**src/rtl/mem_arbiter_pkg.sv**
```systemverilog
// Shared definitions for the memory arbiter: memory-port owner encoding and
// default bus widths.
package mem_arbiter_pkg;

    localparam int ADDR_W_DEF     = 16;
    localparam int DATA_W_DEF     = 8;
    localparam int STARVE_MAX_DEF = 4;

    typedef enum logic [1:0] {
        IDLE,
        VGA,
        CPU
    } owner_t;

endpackage

```
**src/rtl/mem_arbiter.sv**
```systemverilog
// Two-requester arbiter (VGA scanout, CPU) in front of a synchronous single-port
// SRAM. VGA has fixed priority, bounded by a CPU starvation counter.
module mem_arbiter
    import mem_arbiter_pkg::*;
#(
    parameter int ADDR_W     = ADDR_W_DEF,
    parameter int DATA_W     = DATA_W_DEF,
    parameter int STARVE_MAX = STARVE_MAX_DEF
) (
    input  logic              clk,
    input  logic              rst_async,
    input  logic              vga_req,
    input  logic [ADDR_W-1:0] vga_addr,
    output logic              vga_gnt,
    output logic              vga_rvalid,
    output logic [DATA_W-1:0] vga_rdata,
    input  logic              cpu_req,
    input  logic              cpu_we,
    input  logic [ADDR_W-1:0] cpu_addr,
    input  logic [DATA_W-1:0] cpu_wdata,
    output logic              cpu_gnt,
    output logic              cpu_rvalid,
    output logic [DATA_W-1:0] cpu_rdata,
    output logic              mem_en,
    output logic              mem_we,
    output logic [ADDR_W-1:0] mem_addr,
    output logic [DATA_W-1:0] mem_wdata,
    input  logic [DATA_W-1:0] mem_rdata
);

    localparam int CNT_W = (STARVE_MAX > 0) ? $clog2(STARVE_MAX + 1) : 1;
    localparam logic [CNT_W-1:0] CNT_MAX = CNT_W'(STARVE_MAX);

    owner_t           owner;
    owner_t           rd_tag;
    owner_t           next_owner;
    logic [CNT_W-1:0] starve_cnt;
    logic             armed;
    logic             cpu_first;

    // The first edge after reset release only arms the arbiter, so no grant
    // can appear in the first cycle out of reset.
    always_comb begin
        cpu_first  = (STARVE_MAX != 0) && (starve_cnt == CNT_MAX);
        next_owner = IDLE;
        if (armed) begin
            if (vga_req && !(cpu_req && cpu_first)) begin
                next_owner = VGA;
            end else if (cpu_req) begin
                next_owner = CPU;
            end
        end
    end

    always_ff @(posedge clk or posedge rst_async) begin
        if (rst_async) begin
            armed      <= 1'b0;
            owner      <= IDLE;
            rd_tag     <= IDLE;
            starve_cnt <= '0;
            vga_gnt    <= 1'b0;
            cpu_gnt    <= 1'b0;
            mem_en     <= 1'b0;
            mem_we     <= 1'b0;
            mem_addr   <= '0;
            mem_wdata  <= '0;
        end else begin
            armed   <= 1'b1;
            owner   <= next_owner;
            vga_gnt <= (next_owner == VGA);
            cpu_gnt <= (next_owner == CPU);
            mem_en  <= (next_owner != IDLE);
            mem_we  <= (next_owner == CPU) && cpu_we;
            case (next_owner)
                VGA: begin
                    mem_addr  <= vga_addr;
                    mem_wdata <= '0;
                end
                CPU: begin
                    mem_addr  <= cpu_addr;
                    mem_wdata <= cpu_we ? cpu_wdata : '0;
                end
                default: begin
                    mem_addr  <= '0;
                    mem_wdata <= '0;
                end
            endcase

            // Tag the access now on the port so its read data is routed back
            // to the right requester one cycle later; writes return nothing.
            if (owner == VGA) begin
                rd_tag <= VGA;
            end else if (owner == CPU && !mem_we) begin
                rd_tag <= CPU;
            end else begin
                rd_tag <= IDLE;
            end

            if (!cpu_req || next_owner == CPU) begin
                starve_cnt <= '0;
            end else if (next_owner == VGA && starve_cnt != CNT_MAX) begin
                starve_cnt <= starve_cnt + 1'b1;
            end
        end
    end

    assign vga_rvalid = (rd_tag == VGA);
    assign cpu_rvalid = (rd_tag == CPU);
    assign vga_rdata  = vga_rvalid ? mem_rdata : '0;
    assign cpu_rdata  = cpu_rvalid ? mem_rdata : '0;

endmodule

```
**config.mk**
```make
export PLATFORM = sky130hd
export DESIGN_NAME = mem_arbiter
export DESIGN_NICKNAME = d
export VERILOG_FILES = /design/src/rtl/mem_arbiter_pkg.sv /design/src/rtl/mem_arbiter.sv
export SDC_FILE = /design/constraint.sdc
export NUM_CORES = 1
export LEC_CHECK = 0
export CAP_MARGIN = 10
export CORE_ASPECT_RATIO = 0.75
export CORE_MARGIN = 2
export CORE_UTILIZATION = 39
export CTS_CLUSTER_DIAMETER = 40
export DETAILED_ROUTE_END_ITERATION = 8
export PLACE_DENSITY = 0.84
export SLEW_MARGIN = 20
export SYNTH_ARGS = -nofsm -noshare
export SYNTH_HDL_FRONTEND = slang
export SYNTH_SLANG_ARGS = --single-unit
```
**constraint.sdc**
```tcl
create_clock -name clk -period 2.7 [get_ports clk]
set_clock_uncertainty 0.05 [all_clocks]
set_input_delay 0.54 -clock clk [delete_from_list [all_inputs] [get_ports clk]]
set_output_delay 0.54 -clock clk [all_outputs]
set_load 0.05 [all_outputs]
```
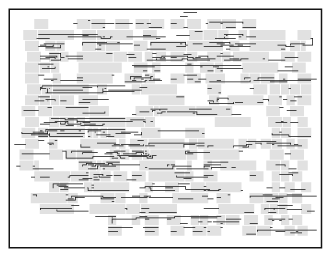
Fig. 1. Metal 1 (run 1).
Drawn at 4 px/um. Cells faint in the background.
share of all routed wire: 38%
nets with wire on the layer: 232
longest straight run: 27.1 um
main direction: horizontal
wire length on this layer: 1380 um

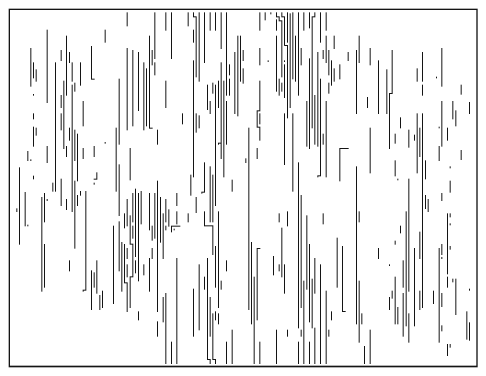
Fig. 2. Signal wires on met2 (run 1).
Drawn at 6 px/um.
wire length on this layer: 1860 um
longest straight run: 32.3 um
nets with wire on the layer: 246
share of all routed wire: 51%

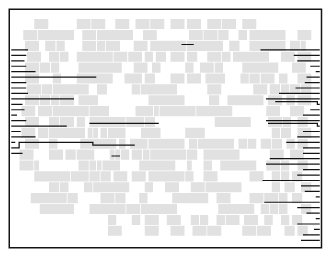
Fig. 3. Metal 3 (run 1).
Drawn at 4 px/um. Cells faint in the background.
longest straight run: 20.9 um
main direction: horizontal

==> impl_metrics.env, run 1 <==
# flow metrics
export IMPL_status="finished clean"
export IMPL_fin_cells=291
export IMPL_crit_path_start_kind="flip-flop"
export IMPL_reg_top3="mem_addr: 16 flops, mem_wdata: 8 flops, starve_cnt: 3 flops"
export IMPL_pg_seq_uw=565
export IMPL_peakVddDrop_mv=0.303
export IMPL_path_class="flip-flop to output port"
export IMPL_cp_num_cells=2
export IMPL_path_buffers=1
export IMPL_worst_slack_ns=0.240
export IMPL_drt_iter0_drc=57
export IMPL_syn_inst=133
export IMPL_hold_buffers=0
export IMPL_ant_nets=0
export IMPL_grt_max_degree=37
export IMPL_multiInputCombCellCount=85
export IMPL_p_total_uw=1290
export IMPL_clk_pin_slew_ns=0.07
export IMPL_synth_cell_types=24
export IMPL_tightest_slew_ns=0.633
export IMPL_yosysMostFrequentCell="dfrtp_1"
export IMPL_synth_area_sq_mm=0.00159
export IMPL_p_comb_uw=268
export IMPL_clock_root_buffer="clkbuf_8"
export IMPL_area_leaders="dfrtp_1 (57%), nor2b_1 (7.9%), a22oi_1 (7.1%)"
export IMPL_fillCellCount=309
export IMPL_clk_insertion_delay_late_ns=0.27
export IMPL_power_frac_seq=0.439
export IMPL_cpMaxStageDelayCell="clkdlybuf4s50_1"
export IMPL_crit_arrival_ns=1.87
export IMPL_via_count=1334
export IMPL_sh_comb_area=0.228
export IMPL_cap_violations=0
export IMPL_async_reset_ff_frac=1.00
export IMPL_cts_sinks=36
export IMPL_sequential_cell_total=36
export IMPL_ys_seq_elements=36
export IMPL_wl_per_cell_um=12.5
export IMPL_pre_cts_slack_ns=0.406
export IMPL_num_nets_final=294
export IMPL_fin_setup_tns_ns=0
export IMPL_tap_cells=55
export IMPL_inv_count=4
export IMPL_setup_viol=0
export IMPL_initCoreUtil=0.399
export IMPL_yosys_warnings=0
export IMPL_buffer_area_frac=0.365
export IMPL_htree_levels=2
export IMPL_grt_pass1_wl_um=5640
export IMPL_grt_setup_unrepaired="false"
-- run 1: routing by layer --
| metal | GRT usage | up-vias | share of wire |
|---|---|---|---|
| li1 | - | 648 | - |
| met1 | 0.161 | 624 | 0.38 |
| met2 | 0.305 | 62 | 0.51 |
| met3 | 0.0671 | 0 | 0.11 |
| met4 | 0.0306 | 0 | 0 |
| met5 | 0 | - | 0 |
-- run 1: cells by family (layout without fill, tap and decap cells) --
| logic type | after synthesis | count (layout) | share of synthesized area |
|---|---|---|---|
| AOI/OAI and AO/OA | 22 | 22 | 0.109 |
| adders and majority gates | 6 | 6 | 0.0472 |
| buffers and inverters | 12 | 115 | 0.0472 |
| DFF | 36 | 36 | 0.567 |
| other | 1 | 1 | 0.00236 |
| and+or+nand+nor | 56 | 56 | 0.228 |
-- run 1: worst paths after layout --
kind,start,end,slack [ns]
setup / recovery,rd_tag[1]$_DFF_PP0_,vga_rvalid,0.24
hold / removal,owner[1]$_DFF_PP0_,rd_tag[0]$_DFF_PP0_,0.36
setup reg to reg,starve_cnt[0]$_DFFE_PP0P_,mem_addr[4]$_DFF_PP0_,0.77
hold reg to reg,owner[1]$_DFF_PP0_,rd_tag[0]$_DFF_PP0_,0.36
max in group asynchronous,rst_async,mem_addr[7]$_DFF_PP0_,1.67
min in group asynchronous,rst_async,cpu_gnt$_DFF_PP0_,0.61
-- run 1: placed cells by master (no fill, tap or decap), drive strengths merged, types with 2 or more instances in the layout --
cell | netlist | final
inv | 4 | 4
nor3b | 2 | 2
clkdlybuf4s50 | 0 | 82
a22oi | 16 | 16
nand2 | 3 | 3
and2 | 17 | 17
nor2b | 20 | 20
o21a | 2 | 2
and3 | 9 | 9
dfrtp | 36 | 36
nand3 | 2 | 2
clkbuf | 1 | 6
ha | 6 | 6
buf | 7 | 21
==> run 2: changes to the inputs <==
--- a/config.mk
+++ b/config.mk
@@ -6,7 +6,6 @@
 export NUM_CORES = 1
 export LEC_CHECK = 0
 export CAP_MARGIN = 10
-export CORE_ASPECT_RATIO = 0.75
 export CORE_MARGIN = 2
 export CORE_UTILIZATION = 39
 export CTS_CLUSTER_DIAMETER = 40
==> impl_metrics.env, run 2 <==
# flow metrics
export IMPL_fillCellCount=325
export IMPL_crit_path_start_kind="flip-flop"
export IMPL_fin_cells=285
export IMPL_synth_area_mux_share=0
export IMPL_htree_levels=2
export IMPL_lay_top_count="clkdlybuf4s50_1"
export IMPL_cts_sinks=36
export IMPL_simple_gate_area_frac=0.228
export IMPL_regToRegSetupSlack_ns=0.79
export IMPL_power_frac_seq=0.420
export IMPL_top_logic_kind="simple AND/OR/NAND/NOR gates"
export IMPL_crit_arrival_ns=1.92
export IMPL_setup_viol=0
export IMPL_initCoreUtil=0.400
export IMPL_fa_ha_area_frac=0.0472
export IMPL_grt_pass1_wl_um=5360
export IMPL_worst_slack_ns=0.187
export IMPL_reg_top3="mem_addr: 16 flops, mem_wdata: 8 flops, starve_cnt: 3 flops"
export IMPL_p_comb_uw=268
export IMPL_path_class="flip-flop to output port"
export IMPL_synth_cell_types=24
export IMPL_hold_buffers=0
export IMPL_synth_area_sq_mm=0.00159
export IMPL_wl_per_cell_um=13.0
export IMPL_num_nets_final=293
export IMPL_cap_violations=0
export IMPL_via_count=1334
export IMPL_status="finished clean"
export IMPL_layout_top_cells="clkdlybuf4s50_1 (82), dfrtp_1 (36), nor2b_1 (20), buf_4 (20), and2_1 (17)"
export IMPL_synthXorXnorAreaFrac=0
export IMPL_cpMaxStageDelayCell="clkdlybuf4s50_1"
-- run 2: path summary, 6_finish.rpt --
kind,from,to,depth (start not counted)
max,rd_tag[1]$_DFF_PP0_,vga_rvalid,2
min,owner[1]$_DFF_PP0_,rd_tag[0]$_DFF_PP0_,1
max reg2reg,starve_cnt[0]$_DFFE_PP0P_,mem_addr[2]$_DFF_PP0_,7
min reg2reg,owner[1]$_DFF_PP0_,rd_tag[0]$_DFF_PP0_,1
max in group asynchronous,rst_async,mem_wdata[0]$_DFF_PP0_,3
min in group asynchronous,rst_async,mem_wdata[2]$_DFF_PP0_,3
-- run 2: final cells by class --
type,count,share of cell area
clock inverters,1,0.0112
multi-input cells,85,0.228
flip-flops and latches,36,0.335
clock buffers,7,0.0358
inverters,4,0.00558
well taps,50,0.0233
repair buffers,102,0.361
-- run 2: stage by stage --
step / instance area (sq um) / util / power [uW] / hold WS (ns)
CTS: 2690 / 0.677 / 1360 / 0.370
global route: 2690 / 0.677 / 1410 / 0.393
floorplan: 1590 / - / 716 / 0.344
detailed placement: 2560 / 0.645 / 845 / 0.361
global placement: 2560 / 0.645 / 841 / 0.354
finish: 2690 / 0.677 / 1340 / 0.371
-- run 2: per-layer routing --
layer  track usage  wire [um]
met3        0.0609        341
met1         0.173       1340
met5             0          0
met4        0.0875         74
met2         0.282       1960
-- run 2: worst reg2reg max path: cells and delay by family, from the launching register on --
| family | cells | cell delay [ns] |
|---|---|---|
| adders and majority gates | 2 | 0.77 |
| AOI/OAI and AO/OA | 1 | 0.15 |
| buffers and inverters | 1 | 0.06 |
| and+or+nand+nor | 3 | 0.43 |
| DFF | 1 | 0.38 |
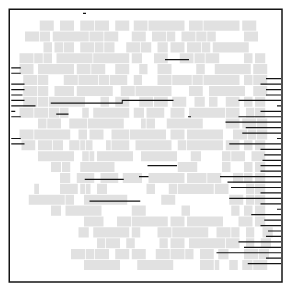
Fig. 4. Metal 3 (run 2).
Drawn at 4 px/um. Cells faint in the background.
wire length on this layer: 342 um
longest straight run: 17.7 um

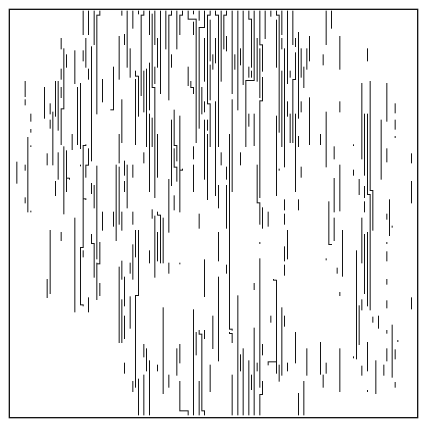
Fig. 5. Signal wires on met2 (run 2).
Drawn at 6 px/um.
wire length on this layer: 1960 um
nets with wire on the layer: 247

No activity file was given, so power comes from the tool's default toggle rates.
